`config.mk`:
```
export PLATFORM = sky130hd
export DESIGN_NAME = irq_ctrl
export DESIGN_NICKNAME = d
export VERILOG_FILES = /design/src/rtl/irq_ctrl.sv
export SDC_FILE = /design/constraint.sdc
export NUM_CORES = 1
export LEC_CHECK = 0
export CAP_MARGIN = 10
export CELL_PAD_IN_SITES_DETAIL_PLACEMENT = 2
export CELL_PAD_IN_SITES_GLOBAL_PLACEMENT = 2
export CORE_MARGIN = 2
export CORE_UTILIZATION = 31
export CTS_CLUSTER_SIZE = 30
export DETAILED_ROUTE_END_ITERATION = 10
export MAX_ROUTING_LAYER = met4
export PLACE_DENSITY_LB_ADDON = 0.1
export SETUP_SLACK_MARGIN = 0.1
export SLEW_MARGIN = 20
export SYNTH_ARGS = -nofsm -noshare
export SYNTH_HDL_FRONTEND = slang
export SYNTH_SLANG_ARGS = --single-unit
```
`constraint.sdc`:
```
create_clock -name clk -period 2.6 [get_ports clk]
set_input_delay 0.26 -clock clk [delete_from_list [all_inputs] [get_ports clk]]
set_output_delay 0.26 -clock clk [all_outputs]
set_load 0.05 [all_outputs]
```
`src/rtl/irq_ctrl.sv`:
```
// irq_ctrl: external interrupt controller feeding the core's 6-bit interrupt input.
// Synchronises up to NUM_SRC external lines and applies per-source polarity,
// edge/level mode, mask and routing onto one of 6 core lines.
// Core line 5 also merges the CP0 timer interrupt.
// Optional feature macro: IRQ_CTRL_CLAIM_EN (adds the CLAIM priority encoder at 0x18).
module irq_ctrl #(
   parameter int unsigned NUM_SRC     = 8,
   parameter int unsigned SYNC_STAGES = 2,
   parameter logic [31:0] BASE_ADDR   = 32'h1FD0_0000
) (
   input  logic               clk,
   input  logic               resetn,
   input  logic [NUM_SRC-1:0] i_irq,
   input  logic               i_timer_int,
   input  logic [31:0]        i_addr,
   input  logic [31:0]        i_wdata,
   input  logic               i_we,
   input  logic [3:0]         i_sel,
   output logic               o_hit,
   output logic [31:0]        o_rdata,
   output logic [5:0]         o_int
);

   localparam int unsigned RW        = 3 * NUM_SRC;
   localparam int unsigned NUM_LINES = 6;

   localparam logic [2:0] OFF_PEND  = 3'd0;
   localparam logic [2:0] OFF_MASK  = 3'd1;
   localparam logic [2:0] OFF_EDGE  = 3'd2;
   localparam logic [2:0] OFF_POL   = 3'd3;
   localparam logic [2:0] OFF_CLR   = 3'd4;
   localparam logic [2:0] OFF_ROUTE = 3'd5;
   localparam logic [2:0] OFF_CLAIM = 3'd6;

   // State
   logic [NUM_SRC-1:0] sync_q [SYNC_STAGES];
   logic [NUM_SRC-1:0] prev_q,  prev_d;
   logic [NUM_SRC-1:0] pend_q,  pend_d;
   logic [NUM_SRC-1:0] mask_q,  mask_d;
   logic [NUM_SRC-1:0] edge_q,  edge_d;
   logic [NUM_SRC-1:0] pol_q,   pol_d;
   logic [RW-1:0]      route_q, route_d;
   logic [5:0]         int_q,   int_d;

   // Combinational helpers
   logic               hit_c;
   logic               wr_c;
   logic [2:0]         off_c;
   logic [31:0]        be_c;
   logic [NUM_SRC-1:0] s_c;
   logic [NUM_SRC-1:0] a_c;
   logic [NUM_SRC-1:0] clr_c;
   logic [NUM_SRC-1:0] chg_c;
   logic [31:0]        claim_c;
   logic [31:0]        rdata_c;
   logic               unused_c;

   // Address decode and byte-lane expansion
   assign hit_c = (i_addr[31:5] == BASE_ADDR[31:5]);
   assign wr_c  = i_we & hit_c;
   assign off_c = i_addr[4:2];
   assign be_c  = {{8{i_sel[3]}}, {8{i_sel[2]}}, {8{i_sel[1]}}, {8{i_sel[0]}}};

   // Byte offset bits and write-data bits above the register widths are don't-care
   assign unused_c = ^{i_addr[1:0], i_wdata, be_c};

   // Synchronised source and polarity-adjusted activity
   assign s_c = sync_q[SYNC_STAGES-1];
   assign a_c = s_c ^ pol_q;

   // Input synchroniser chain
   always_ff @(posedge clk) begin
      if (!resetn) begin
         for (int st = 0; st < int'(SYNC_STAGES); st++) begin
            sync_q[st] <= '0;
         end
      end else begin
         sync_q[0] <= i_irq;
         for (int st = 1; st < int'(SYNC_STAGES); st++) begin
            sync_q[st] <= sync_q[st-1];
         end
      end
   end

   // Next-state for config registers, pending bits, edge history and core lines
   always_comb begin
      mask_d  = mask_q;
      edge_d  = edge_q;
      pol_d   = pol_q;
      route_d = route_q;
      clr_c   = '0;

      if (wr_c) begin
         case (off_c)
            OFF_MASK:  mask_d  = (mask_q  & ~be_c[NUM_SRC-1:0]) | (i_wdata[NUM_SRC-1:0] & be_c[NUM_SRC-1:0]);
            OFF_EDGE:  edge_d  = (edge_q  & ~be_c[NUM_SRC-1:0]) | (i_wdata[NUM_SRC-1:0] & be_c[NUM_SRC-1:0]);
            OFF_POL:   pol_d   = (pol_q   & ~be_c[NUM_SRC-1:0]) | (i_wdata[NUM_SRC-1:0] & be_c[NUM_SRC-1:0]);
            OFF_CLR:   clr_c   = i_wdata[NUM_SRC-1:0] & be_c[NUM_SRC-1:0];
            OFF_ROUTE: route_d = (route_q & ~be_c[RW-1:0]) | (i_wdata[RW-1:0] & be_c[RW-1:0]);
            default:   ;
         endcase
      end

      // A mode/polarity change drops the pending bit and re-seeds the edge history
      // with the new activity level so the change itself never looks like an edge.
      chg_c  = (edge_d ^ edge_q) | (pol_d ^ pol_q);
      prev_d = (chg_c & (s_c ^ pol_d)) | (~chg_c & a_c);
      // Edge mode: a new edge wins over a same-cycle clear. Level mode: follow activity.
      pend_d = ~chg_c & ((edge_q & ((a_c & ~prev_q) | (pend_q & ~clr_c)))
                       | (~edge_q & a_c));

      // Route enabled pending sources onto the core lines
      int_d = '0;
      for (int k = 0; k < int'(NUM_LINES); k++) begin
         for (int i = 0; i < int'(NUM_SRC); i++) begin
            if (pend_q[i] && mask_q[i] && (route_q[3*i +: 3] == 3'(k))) begin
               int_d[k] = 1'b1;
            end
         end
      end
      int_d[5] = int_d[5] | i_timer_int;
   end

   // Register state; reset overrides any same-cycle write
   always_ff @(posedge clk) begin
      if (!resetn) begin
         prev_q  <= '0;
         pend_q  <= '0;
         mask_q  <= '0;
         edge_q  <= '0;
         pol_q   <= '0;
         route_q <= '1;
         int_q   <= '0;
      end else begin
         prev_q  <= prev_d;
         pend_q  <= pend_d;
         mask_q  <= mask_d;
         edge_q  <= edge_d;
         pol_q   <= pol_d;
         route_q <= route_d;
         int_q   <= int_d;
      end
   end

`ifdef IRQ_CTRL_CLAIM_EN
   // Lowest-numbered enabled, routed, pending source; all ones when none
   always_comb begin
      claim_c = '1;
      for (int i = int'(NUM_SRC) - 1; i >= 0; i--) begin
         if (pend_q[i] && mask_q[i] && (route_q[3*i +: 3] < 3'd6)) begin
            claim_c = 32'(i);
         end
      end
   end
`else
   assign claim_c = '0;
`endif

   // Combinational read mux
   always_comb begin
      rdata_c = '0;
      if (hit_c) begin
         case (off_c)
            OFF_PEND:  rdata_c = 32'(pend_q);
            OFF_MASK:  rdata_c = 32'(mask_q);
            OFF_EDGE:  rdata_c = 32'(edge_q);
            OFF_POL:   rdata_c = 32'(pol_q);
            OFF_ROUTE: rdata_c = 32'(route_q);
            OFF_CLAIM: rdata_c = claim_c;
            default:   rdata_c = '0;
         endcase
      end
   end

   assign o_hit   = hit_c;
   assign o_rdata = rdata_c;
   assign o_int   = int_q;

endmodule

```
Figure 1. Selected gate families (run 1).
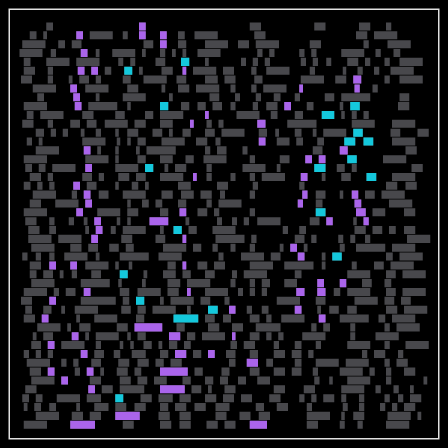
- nor cells: purple (cells 78; where widely spread)
- non-inverting ao/oa cells: cyan (cells 20)

Figure 2. Layout detail (run 1).
The bar under the picture is 5 um long. Region (56, 82) to (76, 102) um. Cells in grey, sequential cells in the stronger grey; small squares are vias.
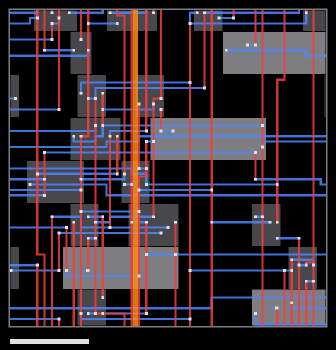
- M1: blue
- M4: orange
- M2: red
- cells with their middle in the window: 15
- most frequent: nand3_1 (4), dfxtp_1 (4), o21ai_0 (3)
- sequential cells in the window: 4

Figure 3. Clock routing (run 1).
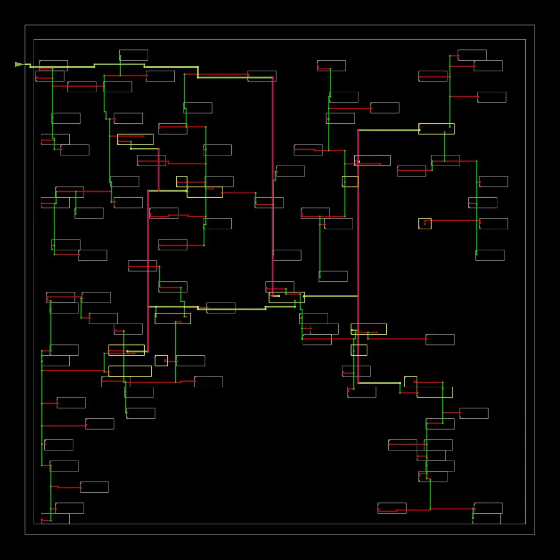
seq_cells: 86
count of clock tree sinks: 86
clock skew: 11.2 ps

==> results.txt, run 1 <==
Status on the layout run. The flow ran to the end, and the final reports show no timing, DRC or antenna violations. Die height landed at 132 um. The initialized floorplan defines 46 standard-cell rows.

Timing would allow up to 403 MHz. STA classifies the critical path endpoint as an output port. Post-placement cell count landed at 901. The cell type that accounts for the most area after synthesis is sky130_fd_sc_hd__dfxtp_1. Pins over their slew limit in the final report were tallied at 0. Per the post-place timing report, worst setup slack is 15.6 ps. STA classifies the critical path startpoint as an input port. The count of nets left with antenna violations once routing finished came out at 0.

Overall power of the completed layout landed at 3.05 mW. Unique cell type count in the Yosys netlist landed at 62. Clock-pin slew on the worst setup and hold paths landed at 70 ps.

Total I/O pin count landed at 119. The report gives the cell count of the worst hold path as 1. The worst register-to-register path has a setup slack of 880 ps. Die width landed at 132 um. In the floorplan report the effective utilization is 0.318. RePlAce ended its routability-driven mode at a weighted congestion of 0.844. Max capacitance violation total landed at 0. Tally of OpenROAD warnings landed at 38. Worst hold slack across all endpoints landed at 436 ps.

Synthesized chip area reported by yosys landed at 5040 um2. Top cell type's share of synthesized area landed at 0.341. For this run, the script counts the antenna cells in the layout as 0. The area taken by sequential standard cells is reported as 1720 um2.

Iteration-0 DRC count of the detailed router landed at 180. Number of setup violations in the final report landed at 0. Among all stages on the critical path, the largest delay is contributed by sky130_fd_sc_hd__clkdlybuf4s50_1. Synthesis-to-finish area growth landed at 37.6%. Fraction of final layout cells with drive strength greater than 1 landed at 0.156. Worst-case reg-to-reg path depth landed at 4. The routed layout reports a DRC error count of 0.

The final layout report lists a filler cell count of 1760. The transition time recorded at the tightest slew-check pin is 803 ps. The H-tree was split into 3 levels.

STA reports the tightest min-delay check as being of type reg -> reg. Total number of vias landed at 5089. Setup repair after global routing could not meet its margin everywhere. Footprint of the multi-input gates landed at 3110 um2. Critical path buffer and inverter count landed at 4. Core utilization of the finished layout landed at 0.437. The first global-routing pass estimated 32100 um of wire.

Leaving out fill and tap cells, the most frequent cells in the layout are sky130_fd_sc_hd__dfxtp_1 (86), sky130_fd_sc_hd__nand3_1 (71), sky130_fd_sc_hd__clkdlybuf4s50_1 (69). For reference, the post-synthesis area per instance comes to 8.25 um2. Post-detailed-route wirelength per cell landed at 21.8 um. For reference, the most critical setup path is categorized as in -> out. Minimum clock period landed at 2480 ps. Half-perimeter wire length after detailed placement landed at 14600 um. Post-cts hold buffer count landed at 0. The most common logic cell in the final layout is sky130_fd_sc_hd__dfxtp_1. Insertion delay at the late pin of the worst-skew pair landed at 360 ps. Number of buffers created by CTS landed at 9. The total area inside the core boundary comes to 15900 um2. The die covers 17300 um2. Number of nets in the finished design landed at 779.

In the final report, the number of hold violations comes to 0. Number of logic stages on the critical path including buffering landed at 8. Post-synthesis sequential area ratio landed at 0.341. Average via count per standard cell landed at 5.53. Worst IR drop on VDD landed at 0.000307 V. Maximum number of pins on one net before global-route repair landed at 77. Number of enable-type register cells in the synthesized netlist landed at 0.

Overall overflow remaining after global route landed at 0. After synthesis the netlist holds a flip-flop and latch count of 86. Per the timing report, the biggest fanout along the worst path comes to 8.

The main area contributors are sky130_fd_sc_hd__dfxtp_1 (34%), sky130_fd_sc_hd__nand3_1 (7.0%), sky130_fd_sc_hd__nor2b_1 (5.2%), sky130_fd_sc_hd__o21ai_0 (4.9%), sky130_fd_sc_hd__mux2i_1 (4.6%). Counting stages on the worst path, the most repeated cell is sky130_fd_sc_hd__buf_12. Detailed-router iteration count before antenna repair landed at 4.

Walking the worst path, the cells encountered are clkdlybuf4s50_1 > nor4b_4 > nand4_4 > nor4_4 > buf_6 > buf_12 > and2_1 > buf_12. Setup slack after layout landed at 119 ps. The clock passes through at most 2 buffers.
## run 1: how the worst max path moves through the flow
stage | startpoint | to | slack, ps
floorplan | i_addr[30] | o_rdata[0] | 230
global placement | i_addr[16] | o_rdata[3] | 100
detailed placement | i_addr[16] | o_rdata[11] | 20
CTS | i_addr[5] | o_rdata[4] | 100
global route | i_addr[29] | o_rdata[22] | 60
finish | i_addr[30] | o_rdata[22] | 120
## run 1: cell families (layout without fill, tap and decap cells)
kind of cell / count (synthesis) / in the layout / synth area share
AND-OR/OR-AND: 144 / 144 / 0.196
buffers and inverters: 63 / 149 / 0.0608
flip-flops: 86 / 86 / 0.341
multiplexers: 30 / 30 / 0.0613
other: 1 / 8 / 0.000744
AND/OR/NAND/NOR: 287 / 287 / 0.340
## run 1: synthesized netlist by cell type, types with 3 or more instances
master,n
sky130_fd_sc_hd__o2bb2ai_1,8
sky130_fd_sc_hd__nor3_1,5
sky130_fd_sc_hd__dfxtp_1,86
sky130_fd_sc_hd__o221ai_1,9
sky130_fd_sc_hd__a311oi_1,9
sky130_fd_sc_hd__o21ai_0,49
sky130_fd_sc_hd__nor2b_1,42
sky130_fd_sc_hd__buf_4,10
sky130_fd_sc_hd__o2111ai_1,8
sky130_fd_sc_hd__or2_2,8
sky130_fd_sc_hd__nand2_1,58
sky130_fd_sc_hd__a21o_1,8
sky130_fd_sc_hd__a22oi_1,7
sky130_fd_sc_hd__mux2_2,7
sky130_fd_sc_hd__nand3_1,71
sky130_fd_sc_hd__inv_1,6
sky130_fd_sc_hd__and2_1,32
sky130_fd_sc_hd__buf_2,19
sky130_fd_sc_hd__clkbuf_1,24
sky130_fd_sc_hd__nor4_1,6
sky130_fd_sc_hd__and4b_1,7
sky130_fd_sc_hd__a211o_1,3
sky130_fd_sc_hd__nand2b_1,3
sky130_fd_sc_hd__nor2_1,10
sky130_fd_sc_hd__o31a_1,3
sky130_fd_sc_hd__and4_1,7
sky130_fd_sc_hd__a21oi_1,17
sky130_fd_sc_hd__nand4_1,10
sky130_fd_sc_hd__nand4b_1,4
sky130_fd_sc_hd__nor3b_1,5
sky130_fd_sc_hd__nor4b_2,3
sky130_fd_sc_hd__mux2i_1,23
sky130_fd_sc_hd__a211oi_1,10
## run 1: timing repair
item / 4_1_cts / 5_1_grt
setup endpoints to repair: 20 / 23
pin swaps: 1 / 5
buffers inserted: 0 / 2
resized: 4 / 17
gates cloned: 0 / 1
## run 1: area by class of cell
type                    instances  area share
inverters                       7     0.00379
well taps                     216      0.0389
repair buffers                126       0.215
multi-input cells             469       0.449
clock buffers                   9      0.0325
flip-flops and latches         86       0.248
clock inverters                 7      0.0124
## run 1: power by group
group	switching [mW]	internal (mW)
Sequential	0.0124	1.34
Combinational	0.160	0.151
Clock	0.626	0.770
## run 1: metal layers
metal	up-vias	part of all wire	track usage
li1	2424	-	-
met1	2565	0.44	0.287
met2	80	0.52	0.426
met3	20	0.024	0.0351
met4	0	0.016	0.0634
met5	-	0	-
Figure 4. Ports around the boundary (run 1).
The bar under the picture is 50 um long. Pins as bars across the die edge, other pins in grey.
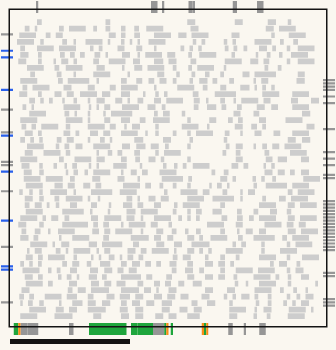

==> inputs of run 2 (changes only) <==
--- a/constraint.sdc
+++ b/constraint.sdc
@@ -3,2 +3,2 @@
 set_output_delay 0.26 -clock clk [all_outputs]
-set_load 0.05 [all_outputs]
+set_load 0.01 [all_outputs]
Figure 5. Ports around the boundary (run 2).
The bar under the picture is 50 um long. Pins as bars across the die edge, other pins in grey.
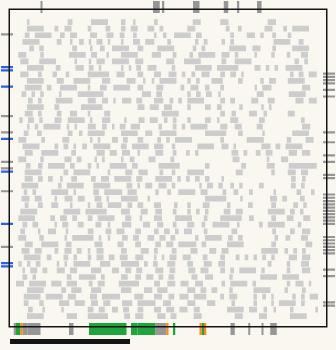
- i_sel: orange (pins 4; direction input; edge bottom)
- i_irq: blue (pins 8; direction input; edge left)
- i_addr: green (pins 32; direction input; edge bottom)

Figure 6. Layout detail (run 2).
The bar under the picture is 5 um long. Region (56, 82) to (76, 102) um. Cells in grey, sequential cells in the stronger grey; small squares are vias.
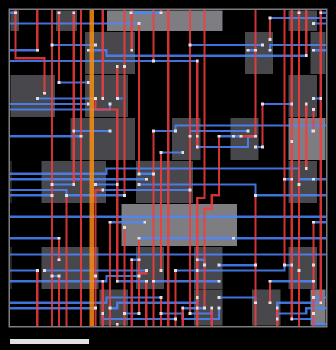
- M1: blue
- M4: orange
- M2: red
- cells with their middle in the window: 19
- sequential cells in the window: 1
- most frequent: nand3_1 (6), o21ai_0 (4)

==> run 2 against run 1 <==
Net effect: maximum frequency grew 1.9%; routed wire length grew 1.8%; global-route usage about the same; clock skew down 4.4 ps; critical endpoint is now o_rdata[4]; first-iteration DRC count rose by 2.2%; total power is 1.9% lower; sequential power is essentially flat; setup slack improved by 47 ps; register-to-register slack improved by 40 ps.
==> results.txt, run 2 <==
Status on the layout run. Setup repair after global routing left no endpoint under its margin. The most critical min-delay path falls under in -> reg. Cell internal power was estimated by the tool at 2.26 mW. Synthesis-to-finish area growth landed at 34.1%. Largest buffer count on any clock path landed at 2. The share of the Yosys chip area taken by registers is 0.341.

In the routed design, unresolved DRC markers number 0. H-tree depth landed at 3. Ranked by instance count, the synthesized netlist is headed by sky130_fd_sc_hd__dfxtp_1 (86), sky130_fd_sc_hd__nand3_1 (71), sky130_fd_sc_hd__nand2_1 (58). Buffers inserted during clock tree synthesis total 9. The most common cell in the synthesized netlist is sky130_fd_sc_hd__dfxtp_1. Worst-path maximum fanout landed at 6.

Per the OpenROAD floorplan log, the width of the die is 132 um. Footprint of the multi-input gates landed at 3090 um2. RePlAce ended its routability-driven mode at a weighted congestion of 0.858. Recorded from the global router log, the overflow total was 0. Post-cts hold buffer count landed at 0. Clock-pin slew on the worst setup and hold paths landed at 70 ps.

In this run, synthesis inferred 0 flip-flops with an integrated enable. Dividing the detail-routed via count by the number of cells gives 5.49. Number of nets in the finished design landed at 795.

Total number of clock tree sinks landed at 86. In this run the critical path is formed by dlygate4sd2_1 > nor4_4 > nand4_4 > a2111o_4 > buf_6 > buf_6 > nor2_4 > buf_6. For this configuration, the core starts out at a cell density of 0.318. On the critical path, the stage with the largest delay is an instance of sky130_fd_sc_hd__a2111o_4.

Sequential standard cell area landed at 1720 um2. Max capacitance violation total landed at 0. The flow reports an fmax of 411 MHz. The run finished with clean final reports. From bottom edge to top edge, the die measures 132 um. Per the post-run analysis, buffers plus inverters along the critical path come to 4. The completed layout was analyzed and its total power is 3.00 mW.

Each instance of the synthesized netlist takes up on average 8.25 um2. Wire length of the first global-routing pass landed at 32100 um. Total number of vias landed at 5135. Maximum number of pins on one net before global-route repair landed at 77. Synthesized chip area reported by yosys landed at 5040 um2. Note, the detailed placer reported a final HPWL of 14600 um. Top cell type's share of synthesized area landed at 0.341.

The final report lists the setup-violating endpoint count as 0. The switching portion of total power comes to 0.245. Clock tree skew after final layout landed at 6.82 ps. Per the OpenROAD floorplan log, the area of the die is 17300 um2. Tracing the worst setup path back leads to its startpoint at i_addr[15]. Transition time of the tightest slew-check pin landed at 809 ps. The final max-slew violation count recorded for this run is 0. Clock latency on the worst-skew pair, taken at its later pin, is 340 ps. The final antenna diode tally reported by the flow is 0. Remaining number of nets flagged by the antenna check after routing landed at 0. Per the cell usage report, the commonest logic cells after layout are sky130_fd_sc_hd__dfxtp_1 (86), sky130_fd_sc_hd__nand3_1 (71), sky130_fd_sc_hd__nand2_1 (57), sky130_fd_sc_hd__clkdlybuf4s50_1 (57), sky130_fd_sc_hd__o21ai_0 (49). After floorplanning, the core was sized to cover 15900 um2. Worst IR drop on VDD landed at 0.000284 V. Worst hold slack across all endpoints landed at 325 ps.

Detailed-route iteration 0 reported a violation count of 184. Of the total power, combinational logic draws 0.097. After detailed routing, the average wire length per cell comes to 21.9 um. The final hold violation count recorded for this run is 0.
run 2: path summary, 6_finish.rpt:
kind	end	slack [ps]	depth (start not counted)
hold / removal	pol_q[3]	320	3
setup reg to reg	o_int[5]	920	4
setup / recovery	o_rdata[4]	170	8
hold reg to reg	sync_q[0][11]	430	1
run 2: kinds of logic after synthesis:
| group | count (synthesis) | share of synthesized area |
|---|---|---|
| buffers and inverters | 63 | 0.0608 |
| AND-OR/OR-AND | 144 | 0.196 |
| AND/OR/NAND/NOR | 287 | 0.340 |
| multiplexers | 30 | 0.0613 |
| flip-flops | 86 | 0.341 |
| other | 1 | 0.000744 |
run 2: power groups by stage:
stage	logic, mW	registers, mW	clock network (mW)
finish	0.291	1.35	1.36
floorplan	0.136	1.37	0
global placement	0.271	1.38	0
detailed placement	0.283	1.38	0
CTS	0.289	1.35	1.39
global route	0.315	1.35	1.44
run 2: metal layers:
layer  vias up  global-route usage  share of wire
met4         0              0.0773          0.021
met5         -                   -              0
li1       2450                   -              -
met1      2574               0.289           0.44
met2        88               0.421           0.51
met3        23              0.0282          0.026
run 2: per-stage QoR:
step	setup TNS, ps	utilization	cells	instance area, um2	setup WS [ps]
5_1_grt	0	0.426	936	6760	88.6
3_3_place_gp	-3990	0.397	907	6310	-203
2_1_floorplan	0	-	618	5070	713
6_report	0	0.426	936	6760	166
3_5_place_dp	-6260	0.397	907	6310	-341
4_1_cts	0	0.420	932	6670	108
run 2: cell type report:
class,count,area share
multi-input combinational,469,0.457
tap,216,0.0400
timing repair buffer,142,0.199
inverter,7,0.00388
clock buffer,10,0.0353
sequential,86,0.255
clock inverter,6,0.0104
run 2: timing repair:
item / 4_1_cts / 5_1_grt
endpoints found under the hold margin: 0 / 0
resized: 68 / 26
setup endpoints to repair: 25 / 24
pin swaps: 6 / 9
buffers inserted: 8 / 4
gates cloned: 1 / 0
run 2: worst reg2reg max path, stage by stage (launching register included):
cell	delay [ps]
sky130_fd_sc_hd__dfxtp_1	470
sky130_fd_sc_hd__and4b_1	260
sky130_fd_sc_hd__a221oi_1	350
sky130_fd_sc_hd__o221ai_1	180
sky130_fd_sc_hd__o31a_1	320
Figure 7. Clock routing (run 2).
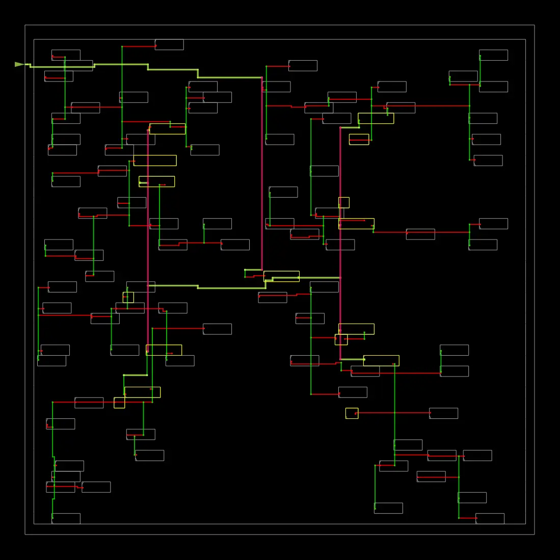

==> inputs of run 3 (changes only) <==
Settings changed: MAX_ROUTING_LAYER met4 to unset.
Figure 8. Clock routing (run 3).
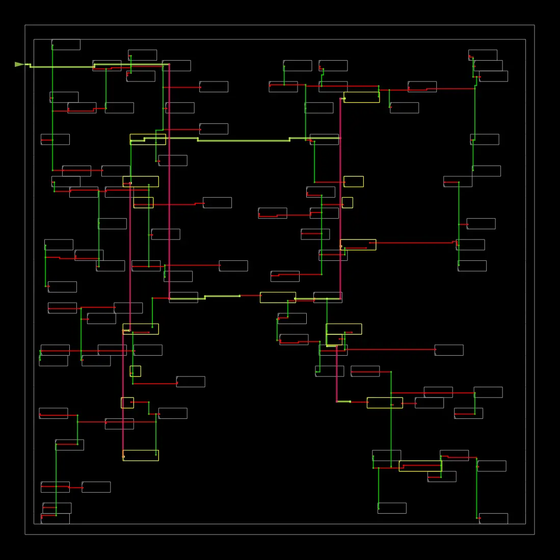
total clock buffers created by CTS: 9
clock-net power: 1.40 mW

Figure 9. Selected gate families (run 3).
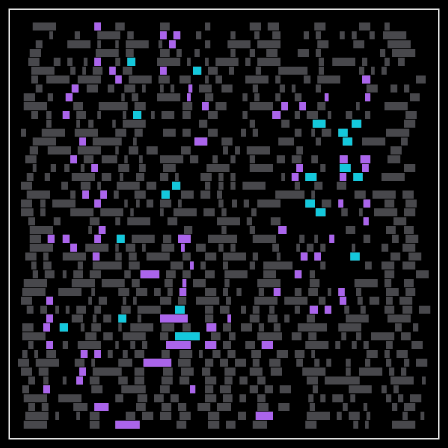
- non-inverting ao/oa cells: cyan (cells 20)
- nor cells: purple (cells 78; where widely spread)
non-filler cells, final: 934
most used logic cell in the final layout: sky130_fd_sc_hd__dfxtp_1
multi-input combinational area share: 0.460

==> run 3 against run 2 <==
Net effect: cell count shrank 0.21%; total power up 1.2%; die size unchanged; hold slack got worse by 2.5 ps.
==> results.txt, run 3 <==
Status on the layout run. The netlist uses 62 different library cells. After detailed routing, the number of remaining DRC violations is 0. The power report attributes to the sequential group a share of 0.445. Warnings raised by the tools during the run amount to 38. Ranking logic cells in the layout by count gives the top entries sky130_fd_sc_hd__dfxtp_1 (86), sky130_fd_sc_hd__nand3_1 (71), sky130_fd_sc_hd__nand2_1 (57). Core utilization of the finished layout landed at 0.426. In the per-layer summary, the met1 wirelength comes to 8790 um. The die covers 17300 um2. Routability congestion estimate landed at 0.852. The final timing summary puts the cycle share of the worst path at 0.929. Counting the fill cells in the layout gives 1810. Largest buffer count on any clock path landed at 2. Counting instances in the post-synthesis netlist gives the leading cell types as sky130_fd_sc_hd__dfxtp_1 (86), sky130_fd_sc_hd__nand3_1 (71), sky130_fd_sc_hd__nand2_1 (58). STA classifies the critical path endpoint as an output port.

Maximum number of pins on one net before global-route repair landed at 77. The vertical die dimension reported for this design is 132 um. Detailed-router iteration count before antenna repair landed at 4. In the routed layout, each cell is associated on average with a via count of 5.49. Met2 routed wirelength landed at 10500 um.

In the post-synthesis netlist, the biggest area contributors are sky130_fd_sc_hd__dfxtp_1 (34%), sky130_fd_sc_hd__nand3_1 (7.0%), sky130_fd_sc_hd__nor2b_1 (5.2%), sky130_fd_sc_hd__o21ai_0 (4.9%), sky130_fd_sc_hd__mux2i_1 (4.6%). The routed design shows a wire length per standard cell of 21.4 um. Worst IR drop on VDD landed at 0.000291 V.

Number of setup violations in the final report landed at 0. The layout summary lists the proportion of cells stronger than drive strength 1 as 0.159. In this run the count of I/O pins placed on the die edge is 119. Worst-case reg-to-reg path depth landed at 4.

Of the total synthesized cell area, the portion taken by XOR and XNOR cells is 0. In this run the worst hold path is classified as in -> reg. In the floorplan report the effective utilization is 0.318. Per the detailed-route log, wirelength across all metal layers totals 20000 um. Half-perimeter wire length after detailed placement landed at 14300 um. In this run, post-CTS hold repair placed 0 buffers. After clock tree synthesis, the clock-pin slew on the worst setup and hold paths is 70 ps. A synthesized cell averages 8.25 um2. Row generation in the floorplan step produced 46 rows. By instance count, the cell type seen most on the critical path is sky130_fd_sc_hd__dlygate4sd2_1. In the setup report, the worst path falls into the class in -> out.

Yosys reported a register bit count of 86. H-tree depth landed at 3. The worst-case max-slew headroom was logged as 0.475. Max-cap violations in this run came to 0. The core region is 15900 um2. Sorting the Yosys area breakdown by cell type puts at the top sky130_fd_sc_hd__dfxtp_1. Yosys instantiated no cell more often than sky130_fd_sc_hd__dfxtp_1. For this design, the sink count on the clock tree is 86. Logic gate share of total power landed at 0.093. Counting instances, the worst hold path has a depth of 3. After synthesis, the largest family of logic cells by area is simple AND/OR/NAND/NOR gates.

Area fraction in mux cells landed at 0.0613. Number of pins with negative max-slew slack in the final report landed at 0. The worst setup path is launched from an input port.

Area fraction in compound gates after synthesis landed at 0.196. Post-placement cell count landed at 906. Data arrives at the worst endpoint at 2160 ps. Insertion delay at the late pin of the worst-skew pair landed at 350 ps. The cell-mix breakdown from Yosys lists the simple-gate area share as 0.340. Top cell type's share of synthesized area landed at 0.341. Setup repair after global routing left no endpoint under its margin. STA lists the maximum fanout along the critical path as 3. Total number of vias landed at 5127.

Per Yosys stat, the portion of area used by sequential elements is 0.341. Synthesis-to-finish area growth landed at 34.1%. The repair_antennas step left the layout with diodes totalling 0. In this run the critical path is formed by dlygate4sd2_1 > nor4_4 > nand4_4 > buf_6 > a2111o_4 > a21oi_2 > dlygate4sd2_1. The highest metal layer carrying signal wires in the routed design is met4. Peak clock frequency supported by timing landed at 414 MHz.

The power report attributes to the clock group a share of 0.462. The run finished with clean final reports. Adder-cell share of the synthesized area landed at 0. Net switching component of the power landed at 742 uW. The first global-routing pass estimated 31900 um of wire. Number of enable-type register cells in the synthesized netlist landed at 0. For this run the aggregate overflow at the end of global routing stands at 0. The worst path in the final design needs a cycle of 2420 ps, including I/O delays and setup.

Die width landed at 132 um. Remaining number of nets flagged by the antenna check after routing landed at 0. The slowest stage of the critical path is the sky130_fd_sc_hd__a2111o_4 cell.

Synthesized chip area reported by yosys landed at 5040 um2. Of the total power, the share spent switching nets is 0.245. Internal power landed at 2.29 mW. The transition time recorded at the tightest slew-check pin is 788 ps.

Total count of hold-check failures in the final report landed at 0. In the final design database the tool counted 793 nets. Detailed routing placed a total of 498 um of wire on met3. After layout, the setup clock skew is reported as 6.47 ps.
==> run 3: cell counts after synthesis <==
Identical to the previous run, type by type.
==> run 3: layer usage <==
metal,vias to the layer above,track usage
li1,2441,-
met1,2599,0.286
met2,73,0.430
met3,14,0.0266
met4,0,0.0670
met5,-,0
==> run 3: per-stage QoR <==
stage | setup slack, ps | power [mW] | hold slack, ps | TNS [ps] | cell area (um2)
floorplan | 713 | 1.51 | 387 | 0 | 5070
global placement | -176 | 1.65 | 416 | -3670 | 6300
detailed placement | -254 | 1.66 | 425 | -5050 | 6300
CTS | 92.2 | 3.08 | 315 | 0 | 6740
global route | 110 | 3.15 | 347 | 0 | 6760
finish | 184 | 3.03 | 322 | 0 | 6760
==> run 3: worst max-delay path: cells and delay by family <==
family / cells / cell delay (ps)
AND-OR/OR-AND: 2 / 650
buffers and inverters: 3 / 740
AND/OR/NAND/NOR: 2 / 510
==> run 3: layout make-up <==
type	instances	area, um2	area share
tap	216	270	0.0400
multi-input combinational	469	3110	0.460
inverter	7	26.3	0.00389
timing repair buffer	140	1320	0.195
clock inverter	5	65.1	0.00962
sequential	86	1720	0.255
clock buffer	11	253	0.0374
==> run 3: logic make-up after synthesis <==
logic type	count (synthesis)
mux	30
other cells	1
buf+inv	63
compound gates	144
flops	86
simple gates	287
==> run 3: repair_timing <==
action,4_1_cts,5_1_grt
endpoints found under the setup margin,25,18
hold endpoints to repair,0,0
pin swaps,11,9
resized,105,18
gates cloned,1,0
buffers inserted,11,1
==> run 3: power groups by stage <==
| stage | Sequential (mW) | Clock [mW] | Combinational (mW) |
|---|---|---|---|
| after global placement | 1.38 | 0 | 0.270 |
| final | 1.35 | 1.40 | 0.283 |
| after detailed placement | 1.38 | 0 | 0.281 |
| after floorplan | 1.37 | 0 | 0.136 |
| after global routing | 1.35 | 1.49 | 0.309 |
| after CTS | 1.35 | 1.44 | 0.283 |
==> run 3: worst paths after layout <==
| check | from | end | slack, ps |
|---|---|---|---|
| hold reg to reg | sync_q[0][7] | sync_q[0][15] | 440 |
| hold / removal | resetn | pol_q[3] | 320 |
| setup / recovery | i_addr[17] | o_rdata[5] | 180 |
| setup reg to reg | register | o_int[5] | 870 |
Power is estimated from default activity; no workload was simulated.
